**Run 1: signal wires on met2**

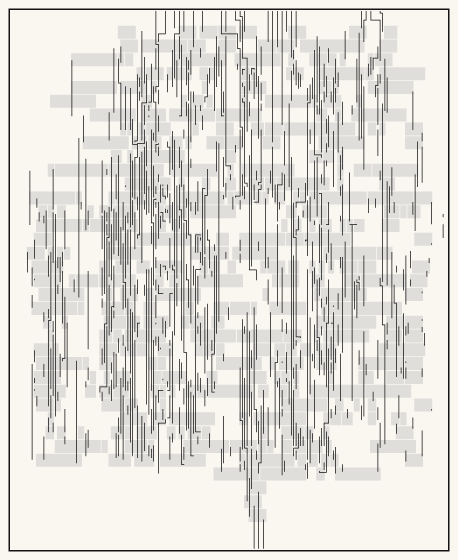
**Run 1: the metal 3 layer**

Bar = 20 µm.
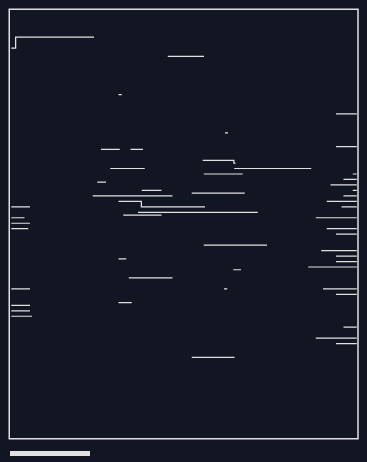
**Run 1: port wiring**

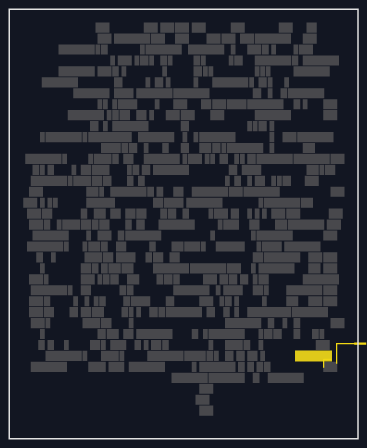
[config.mk]
export PLATFORM = sky130hd
export DESIGN_NAME = seq_divider
export DESIGN_NICKNAME = d
export VERILOG_FILES = /design/src/rtl/seq_divider.sv
export SDC_FILE = /design/constraint.sdc
export NUM_CORES = 1
export LEC_CHECK = 0
export CORE_ASPECT_RATIO = 1.25
export CORE_MARGIN = 3
export CORE_UTILIZATION = 40
export DETAILED_ROUTE_END_ITERATION = 6
export GPL_TIMING_DRIVEN = 0
export PLACE_DENSITY = 0.62
export SYNTH_ARGS = -nofsm -noshare
export SYNTH_HDL_FRONTEND = slang
export SYNTH_SLANG_ARGS = --single-unit
[constraint.sdc]
create_clock -name clk -period 5.5 [get_ports clk]
set_input_delay 0.55 -clock clk [delete_from_list [all_inputs] [get_ports clk]]
set_output_delay 0.55 -clock clk [all_outputs]
set_load 0.05 [all_outputs]
[src/rtl/seq_divider.sv]
// seq_divider: restoring divider, 2*dw-bit dividend / dw-bit divisor -> 2*dw-bit quotient, dw-bit remainder.
// Latency: 2*dw+1 edges from acceptance (b!=0), 1 edge for b==0; one operation in flight at a time.
// Backpressure: in_ready only in IDLE; results held in DONE until out_ready. Pattern detect: SEQ_DIVIDER_PATTERN_DETECT_EN.
module seq_divider #(
  parameter int dw      = 8,
  parameter int PATTERN = 18
) (
  input  logic            clk,
  input  logic            rst_n,
  input  logic            in_valid,
  output logic            in_ready,
  input  logic [2*dw-1:0] c,
  input  logic [dw-1:0]   b,
  output logic            out_valid,
  input  logic            out_ready,
  output logic [2*dw-1:0] q,
  output logic [dw-1:0]   r,
  output logic            div_by_zero,
  output logic            pattern_detect
);

  localparam int CW = $clog2(2*dw);

  typedef enum logic [1:0] {IDLE, BUSY, DONE} state_t;

  state_t          state_q, state_d;
  // dvd_q starts as the dividend and fills with quotient bits from the LSB as it shifts out
  logic [2*dw-1:0] dvd_q, dvd_d;
  logic [dw:0]     rem_q, rem_d;
  logic [dw-1:0]   div_q, div_d;
  logic [CW-1:0]   cnt_q, cnt_d;
  logic [2*dw-1:0] q_q, q_d;
  logic [dw-1:0]   r_q, r_d;
  logic            dbz_q, dbz_d;
  logic            ov_q, ov_d;

  logic [dw:0]     rem_sh, rem_new;
  logic            qbit;
  logic [2*dw-1:0] quo_next;
  logic            last_iter;

  // One restoring step: shift in the next dividend bit, subtract if it fits
  always_comb begin
    rem_sh   = {rem_q[dw-1:0], dvd_q[2*dw-1]};
    qbit     = (rem_sh >= {1'b0, div_q});
    rem_new  = qbit ? (rem_sh - {1'b0, div_q}) : rem_sh;
    quo_next = {dvd_q[2*dw-2:0], qbit};
    last_iter = (state_q == BUSY) && (cnt_q == CW'(2*dw-1));
  end

  // Next-state and datapath load decisions
  always_comb begin
    state_d = state_q;
    dvd_d   = dvd_q;
    rem_d   = rem_q;
    div_d   = div_q;
    cnt_d   = cnt_q;
    q_d     = q_q;
    r_d     = r_q;
    dbz_d   = dbz_q;
    case (state_q)
      IDLE: begin
        if (in_valid) begin
          dvd_d = c;
          div_d = b;
          rem_d = '0;
          cnt_d = '0;
          if (b != '0) begin
            state_d = BUSY;
          end else begin
            state_d = DONE;
            q_d     = '1;
            r_d     = c[dw-1:0];
            dbz_d   = 1'b1;
          end
        end
      end
      BUSY: begin
        rem_d = rem_new;
        dvd_d = quo_next;
        cnt_d = cnt_q + CW'(1);
        if (last_iter) begin
          state_d = DONE;
          cnt_d   = '0;
          q_d     = quo_next;
          r_d     = rem_new[dw-1:0];
          dbz_d   = 1'b0;
        end
      end
      DONE: begin
        if (out_ready) state_d = IDLE;
      end
      default: state_d = IDLE;
    endcase
    ov_d = (state_d == DONE);
  end

  // State register
  always_ff @(posedge clk or negedge rst_n) begin
    if (!rst_n) state_q <= IDLE;
    else        state_q <= state_d;
  end

  // Datapath and result registers
  always_ff @(posedge clk or negedge rst_n) begin
    if (!rst_n) begin
      dvd_q <= '0;
      rem_q <= '0;
      div_q <= '0;
      cnt_q <= '0;
      q_q   <= '0;
      r_q   <= '0;
      dbz_q <= 1'b0;
      ov_q  <= 1'b0;
    end else begin
      dvd_q <= dvd_d;
      rem_q <= rem_d;
      div_q <= div_d;
      cnt_q <= cnt_d;
      q_q   <= q_d;
      r_q   <= r_d;
      dbz_q <= dbz_d;
      ov_q  <= ov_d;
    end
  end

`ifdef SEQ_DIVIDER_PATTERN_DETECT_EN
  localparam logic [2*dw-1:0] PAT_EXT = (2*dw)'(PATTERN[dw-1:0]);
  logic pd_q, pd_d;

  // Flag registered alongside q; divide-by-zero and new/finished operations clear it
  always_comb begin
    pd_d = pd_q;
    if (last_iter)                                  pd_d = (quo_next == PAT_EXT);
    else if ((state_q == IDLE) && in_valid)         pd_d = 1'b0;
    else if ((state_q == DONE) && out_ready)        pd_d = 1'b0;
  end

  // Pattern flag register
  always_ff @(posedge clk or negedge rst_n) begin
    if (!rst_n) pd_q <= 1'b0;
    else        pd_q <= pd_d;
  end

  assign pattern_detect = pd_q;
`else
  assign pattern_detect = 1'b0;
`endif

  assign in_ready    = (state_q == IDLE);
  assign out_valid   = ov_q;
  assign q           = q_q;
  assign r           = r_q;
  assign div_by_zero = dbz_q;

endmodule

==> notes.org, run 1 <==
#+TITLE: Implementation results

** Placed design
- Pre-CTS setup slack :: about 2.8 ns
- Placement Cell Area :: 3880 µm²

** STA
- The slew check shows that the tightest pin keeps a relative margin of 0.460.
- WHS :: 0.292 ns
- Hold Fails Final Rpt :: 0
- The clock arrives with roughly 0.010 ns of skew.

** Synthesis
- Post-synthesis average cell area :: 9.37 µm²
- Yosys reports a chip area of 3220 µm².
- The commonest register cell is dfrtp_1.
- Total cells reported by yosys after synthesis :: 344
- Among all cell types in the netlist, the one instantiated most often is dfrtp_1.
- Synthesized-area fraction occupied by ao, oa, aoi and oai cells :: 0.191
- The synthesized netlist handed to floorplanning was reported with a cell count of approximately 340.
- Share of the synthesized netlist area taken by xor and xnor gates :: 0.00815
- In this run, the synthesized area fraction spent on adder and majority cells is recorded as 0.0411.
- In this run, the synthesized area fraction spent on and/or/nand/nor cells is recorded as 0.189.
- The synthesized netlist contains roughly 48 unique library cells.
- Top cells by area :: dfrtp_1 (50%), nand2_1 (6.5%), nor2_1 (3.7%), ha_1 (3.5%), o21ai_0 (2.9%)
- After synthesis, the most frequently instantiated cells are dfrtp_1 (64), nand2_1 (56), nor2_1 (32).
- Per Yosys stat, the portion of area used by sequential elements is 0.497.

** Power
- Power Density :: 686 nW/µm²
- The internal portion of the total power is 1.52 mW.
- The biggest slice of the total power is consumed by combinational logic.
- Of the total power, the clock network draws 0.160.
- Combinational group share of total power :: 0.546
- Switch share :: 0.460
- Leakage component of the power :: approximately 1.7 nW
- Combinational power :: 1.54 mW
- Sw Pwr :: approximately 1.3 mW
- Clock net power :: 0.452 mW

** GRT
- Pin count of the biggest net entering global routing :: 65
- Met1 GRT Util :: 0.256
- The layer flagged by global routing as most heavily used is met2.
- Routing resource usage on met2 recorded by global route was 0.318.
- Initial antenna violation count :: 0
- Vias in the first global route :: 2886
- The first global-routing pass estimated 14200 µm of wire.

** Outcome
- The flow ran to the end, and the final reports show no timing, DRC or antenna violations.

** Routing
- The first routing iteration left 129 violations.
- The detailed router used layers up to and including met4.
- Once detail routing completed, the nets flagged for antenna violations numbered 0.
- Iteration tally of the first detailed-router pass :: 4

** Worst setup path
- STA classifies the critical path startpoint as a flop.
- Worst Setup End Kind :: output port
- Startpoint of the worst setup timing path :: state_q[1]
- Worst Path Arrival :: 1.85 ns
- Crit-path leading delay family :: buffers and inverters
- The setup check on the worst reg-to-reg path leaves a slack of 3.18 ns.
- For the worst flop-to-flop path, the logic depth is 7.
- Critical Path Stages :: 2
- For the worst reg-to-reg path, the startpoint reported by OpenROAD is rem_q[5].
- Kind of critical path :: flop to output port
- The largest individual stage delay along the critical path comes from the cell clkdlybuf4s50_1.
- The data required time reported for the critical path is 4.95 ns.

** Hold path
- Hold Crit Class :: primary input to asynchronous set/reset pin

** Layout
- The largest cell class by area is flip-flops and latches.
- Number of non-clock buffers in the layout :: 74
- Number of inverters outside the clock class in the layout :: 12
- Final sequential cell count :: 64
- Count of filler cells inserted in the layout :: between 700 and 800
- Summing all flip-flop and latch instances after layout gives 1600 µm².
- Proportion of cell area occupied by multi-input gates :: 0.356
- After routing the design area is approximately 4000 µm².
- For this run, the number of standard cells in the final layout without fillers is 509.
- Measured on the final layout, buffering overhead outside the clock network stands at 0.160.

** Die
- Floorplan utilization :: 0.411
- Number of well taps :: 95
- Die X :: about 86 µm
- Die height :: between 100 and 150 µm
- Floorplan core area :: 7840 µm²

** Clocking
- Post-CTS repair ended up resizing 0 cells.
- Looking at the post-CTS report, the setup buffer insertion count equals 0.
- The tree is rooted in a clkbuf_8.
- TritonCTS Buffers :: 9
- CTS reports a maximum clock tree buffer depth of 2.
- TritonCTS built the clock tree.
- The timing report gives the clock slew at the launch and capture registers of the worst setup and hold paths as 0.07 ns.

** Run
- The report counts max-capacitance violations totalling 0.
- Number of OpenROAD warnings :: 26
Notes on 'signal wires on met2' above:
nets with wire on the layer: 378
wire length on this layer: 4120 µm
main direction: vertical
share of all routed wire: 49%
longest straight run: 54.7 µm
total via count after detailed routing: 2782
detailed-route wire length: 8430 µm

Notes on 'the metal 3 layer' above:
nets with wire on the layer: 40
share of all routed wire: 4.5%
longest straight run: 29.4 µm
main direction: horizontal
wire length on this layer: 377 µm
met3 GRT Util: 0.0419

Notes on 'port wiring' above:
legend:
  yellow:
    port: `out_valid`
    bits: 1
    direction: output
    end_cells: 1
    buffers: 1
    wire: 13.6 µm
number of buffer cells added on primary ports: 54
Boundary Pins: 56

[run 1: cell usage in the layout (no fill, tap or decap), drive strengths merged, types with 2 or more instances in the layout]
master / Yosys / layout
o2111ai: 3 / 3
o22a: 7 / 7
inv: 12 / 12
nand2: 56 / 56
clkinv: 0 / 3
nand3: 14 / 14
o211ai: 7 / 7
bufinv: 0 / 2
nand2b: 3 / 3
buf: 10 / 11
a21oi: 19 / 19
o31ai: 6 / 6
a22oi: 5 / 5
ha: 9 / 9
clkdlybuf4s50: 0 / 53
xor2: 2 / 2
or4: 2 / 2
nor3: 4 / 4
and2: 6 / 6
clkbuf: 10 / 20
nor2b: 2 / 2
nor2: 33 / 33
o21ai: 19 / 19
a21o: 7 / 7
nand4: 6 / 6
or3: 2 / 2
a31oi: 14 / 14
dfrtp: 64 / 64
mux2i: 7 / 7
**Run 1: placement by cell class**

Fill, decap, tap and diode cells in gray.
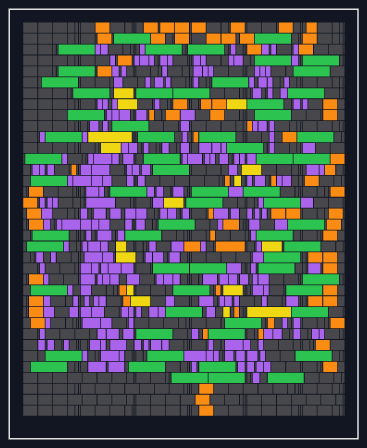

==> run 1 -> run 2 <==
--- a/config.mk
+++ b/config.mk
@@ -10,7 +10,7 @@
 export CORE_UTILIZATION = 40
 export DETAILED_ROUTE_END_ITERATION = 6
 export GPL_TIMING_DRIVEN = 0
-export PLACE_DENSITY = 0.62
+export PLACE_DENSITY = 0.65
 export SYNTH_ARGS = -nofsm -noshare
 export SYNTH_HDL_FRONTEND = slang
 export SYNTH_SLANG_ARGS = --single-unit
==> constraint.sdc (replaced) <==
create_clock -name clk -period 1.95 [get_ports clk]
set_input_delay 0.195 -clock clk [delete_from_list [all_inputs] [get_ports clk]]
set_output_delay 0.195 -clock clk [all_outputs]
set_load 0.05 [all_outputs]
**Run 2: placement by cell class**

Fill, decap, tap and diode cells in gray.
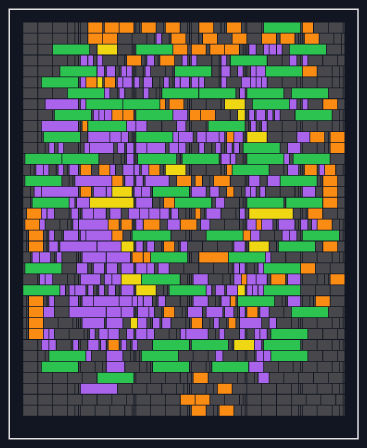
legend:
  yellow:
    class: clock drivers and dummy loads
    cells: 16
    share_of_their_area: 4.8%
  purple:
    class: all other logic
    cells: 260
    share_of_their_area: 40%
  green:
    class: flip-flops
    cells: 64
    share_of_their_area: 37%
  orange:
    class: other buffers and delay cells
    cells: 93
    share_of_their_area: 19%

**Run 2: placed standard cells**

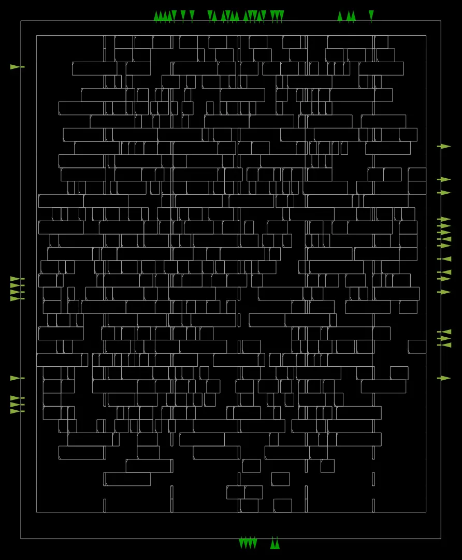
floorplan core area: 7840 µm²
number of well taps: 95
Final Core Density: 0.572

==> notes.org, run 2 <==
#+TITLE: Implementation results

** Outcome
- Result of the run :: finished, violations left
- The checks that failed: setup timing.

** Routing
- The number of violations reported at the end of detailed-routing iteration 0 was 143 (+11%).
- The routed design uses 519 µm of met3 wire.
- Vias per inst :: 5.60
- Topmost layer with routed signal wires :: met4
- Met2 wire length :: 4580 µm
- DRC violation count after routing :: 0
- Iteration tally of the first detailed-router pass :: 5 (+1)
- The count of nets left with antenna violations after detail routing is 0 (unchanged).
- The total via count in the routed design came to 2955 (+6.2%).
- M1 WL :: 3820 µm
- Detailed-route wire length :: 9170 µm (+8.8%)
- For this sky-water flow run, the detailed-routed wirelength per cell is reported as 17.4 µm.

** Layout
- Diode count :: 0
- Per the run report, area growth between synthesis and finish was 39.0%.
- Nets :: 466
- Count of filler cells inserted in the layout :: 695 (-6.5%)
- Dominant logic cell types in the final layout :: dfrtp_1 (60), nand2_1 (56), clkdlybuf4s50_1 (52)
- Per the final layout report, the fraction of cells sized above drive strength 1 comes to 0.208.
- Final std cells w/o fill :: 528 (+3.7%)
- The area of all placed cells without fillers came to 4480 µm² (+9.3%).
- The top cell type in the final layout, fill and taps aside, is dfrtp_1.

** Synthesis
- Leading cell types by count after synthesis :: dfrtp_1 (64), nand2_1 (56), nor2_1 (32)
- The synthesized area divided by synthesized cell count is 9.37 µm² (unchanged).
- Fraction of post-synthesis cell area in the top cell type by area :: 0.497
- Cell Type Count :: 48 (unchanged)
- Number of nets produced by synthesis :: 382
- The yosys stat cell total is 344 (unchanged).
- The xor and xnor fraction of the mapped netlist area came to 0.00815 (unchanged).
- Fraction of registers with async set or reset after synthesis :: 1.00
- Register share after synthesis :: 0.497 (unchanged)
- After synthesis, the cell types taking the most area are dfrtp_1 (50%), nand2_1 (6.5%), nor2_1 (3.7%), ha_1 (3.5%), o21ai_0 (2.9%).
- For reference, the mux area share after synthesis is 0.0217.
- The adder-cell share of the synthesized area is 0.0411 (unchanged).
- Number of register bits inferred by synthesis :: 64
- Total standard cell area after synthesis :: 3220 µm²
- Most frequently used cell type in the post-synthesis netlist :: dfrtp_1
- Flip-flops with a built-in enable :: 0
- The chip area in the Yosys report was 3220 µm² (unchanged).
- Synthesized-area fraction occupied by ao, oa, aoi and oai cells :: 0.191 (unchanged)
- By area, the combinational part of the netlist is dominated by AND-OR/OR-AND gates.
- The largest total area in the synthesized netlist belongs to dfrtp_1.
- Counting the warning lines in the Yosys log gives 0.
- The post-synthesis cell count is 344 (unchanged).
- For this run, the leading register cell type out of synthesis is dfrtp_1.
- The simple-gate portion of the synthesized area was 0.189 (unchanged).

** Die
- In this run the full chip footprint comes out at between 9000 and 10000 µm².
- Boundary Pins :: 56 (unchanged)
- Row generation in the floorplan step produced 36 rows.
- Die height :: 106 µm (unchanged)
- The fraction of the core area occupied by cells at floorplan is 0.411 (unchanged).
- Die X :: 86.3 µm (unchanged)

** STA
- Slew at the pin closest to its max-slew limit :: 0.800 ns
- Final WS setup :: -0.137 ns
- The final tally of hold violations came to 0 (unchanged).
- Setup repair after global routing could not meet its margin everywhere.
- Number of failing setup endpoints in the final timing report :: 4
- The worst hold margin was 0.406 ns (+0.115 ns).
- Normalized max-slew margin :: 0.466 (+0.00678)
- The final setup skew came to 0.00505 ns (-0.00539 ns).
- Counting pins that exceed their max-slew limit in the final report gives 0.
- Per the timing report, the achievable frequency comes out to 0.479 GHz.
- For the finished layout, the period the worst path requires is 2.09 ns.
- Part of the cycle the worst path needs :: 1.07

** Power
- Clock net power :: 1.27 mW (+180%)
- The share of total power dissipated in sequential elements is 0.259.
- The cell-internal power came to 4.94 mW (+220%).
- Power Density :: 2040 nW/µm² (+200%)
- Switch share :: 0.461 (+0.000924)
- The completed layout was analyzed and its total power is a little over 9 mW.
- Proportion of power drawn by the clock network :: 0.139 (-0.021)
- The largest part of the power goes to combinational logic.
- Per the power-grid run, VDD falls by no more than between 1 and 1.5 mV.
- Combinational power :: 5.52 mW (+260%)
- Sw Pwr :: 4.22 mW (+230%)
- The leakage component of the power is 1.87 nW (+7.6%).
- The combinational group share of total power is 0.602 (+0.056).
- Summed over all sequential cells, the power is 2.37 mW.

** Clocking
- The H-tree generated during clock tree synthesis spans 3 levels.
- Clock slew at the register clock pins of the worst setup and hold paths :: 0.08 ns (about the same)
- The setup fix buffers added after clock tree synthesis was 5 (+5).
- TritonCTS built the clock tree.
- Maximum buffer depth of the clock tree :: 2 (unchanged)
- Number of sinks driven by the clock tree :: 64
- Root cell of the clock tree :: clkbuf_8
- The post-cts repair resize count was 28 (+28).
- Quantity of hold-fixing buffers added after cts :: 1
- Clock insertion delay at the later pin of the skew report :: 0.36 ns
- The number of buffers inserted during clock tree synthesis is 9 (unchanged).

** Placed design
- The standard cell area after detailed placement is 3890 µm² (+0.19%).
- The final weighted congestion recorded by global placement is 0.882.
- Number of placed instances, taps included :: 493
- The port buffer count came to 54 (unchanged).
- The worst setup slack after placement is -0.321 ns (-3.13 ns).
- Placed wire-length estimate :: 6050 µm

** Hold path
- End of the worst hold path :: dvd_q[12]
- The min-delay analysis places its worst path in the category primary input to flop.
- Hold Path Origin :: c[12]
- Worst hold path cell count :: 3

** GRT
- The initial antenna violation count was 0 (unchanged).
- The global-route track usage on met3 is 0.0426 (+0.000775).
- Pin count of the biggest net entering global routing :: 65 (unchanged)
- The first-pass GRT wire length is 14400 µm (+1.0%).
- Vias in the first global route :: 2860 (-0.90%)
- The global routing stage identified its most utilized layer as met2.
- Recorded from the global router log, the overflow total was 0.
- The met2 track demand over resource was 0.329 (+0.0105).
- Total Routing Usage GR :: 0.202
- Met1 GRT Util :: 0.260 (+0.00409)

** Worst setup path
- The length in cells of the worst reg-to-reg path is 9 (+2).
- Reg-to-reg slack, setup :: -0.14 ns (-3.32 ns)
- The report shows a maximum critical-path fanout of 3.
- Worst Path Arrival :: 2.35 ns (+0.50 ns)
- Required arrival time at the worst endpoint :: 2.21 ns (-2.74 ns)
- Startpoint of the most critical register-to-register path :: dvd_q[15]
- Startpoint of the worst setup timing path :: dvd_q[15]
- STA classifies the critical path startpoint as a flop.
- Buffer-and-inverter tally for the worst setup path :: 2
- The critical path is of the flop to flop type.
- Crit-path leading delay family :: AND-OR/OR-AND gates
- Worst Setup End Kind :: flop
- In this run the critical register-to-register path is captured at rem_q[4].
- Per the STA report, the cell with the highest stage delay on the worst path is dfrtp_1.
- CP cell instances :: inv_1, ha_2, inv_2, fa_2, a211oi_4, nor2_1, xor2_1, a21oi_2, o31ai_1
- Critical Path Stages :: 9 (+7)
- Crit-path max cell delay :: around 0.38 ns

** Run
- Number of OpenROAD warnings :: 28 (+7.7%)
- The number of max-cap violations was 0 (unchanged).
**Run 2: the metal 3 layer**

Bar = 20 µm.
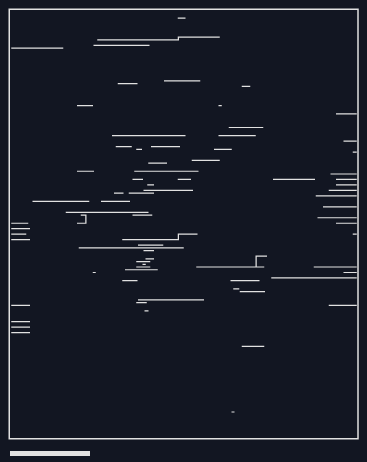
longest straight run: 25.8 µm
nets with wire on the layer: 53
share of all routed wire: 5.7%
wire length on this layer: 520 µm
main direction: horizontal

==> run 2: how the worst max path moves through the flow <==
stage | endpoint
detailed placement | r[4]
finish | rem_q[4]
global route | rem_q[4]
global placement | div_q[7]
floorplan | rem_q[6]
CTS | r[6]
==> run 2: final cells by class <==
class                           instances  area (µm²)  share of cell area
Sequential cell                        64        1610               0.358
Tap cell                               95         119              0.0265
Clock inverter                          6        83.8              0.0187
Multi-Input combinational cell        248        1690               0.376
Buffer                                 19         128              0.0285
Inverter                               12        45.0              0.0101
Clock buffer                           10         128              0.0285
Timing Repair Buffer                   74         687               0.153
==> run 2: per-stage QoR <==
step                utilization  setup TNS (ns)
floorplan                     -               0
global placement          0.496          -96.43
detailed placement        0.496           -5.82
CTS                       0.547          -0.157
global route              0.572          -0.633
finish                    0.572          -0.272
Power is estimated from default activity; no workload was simulated.
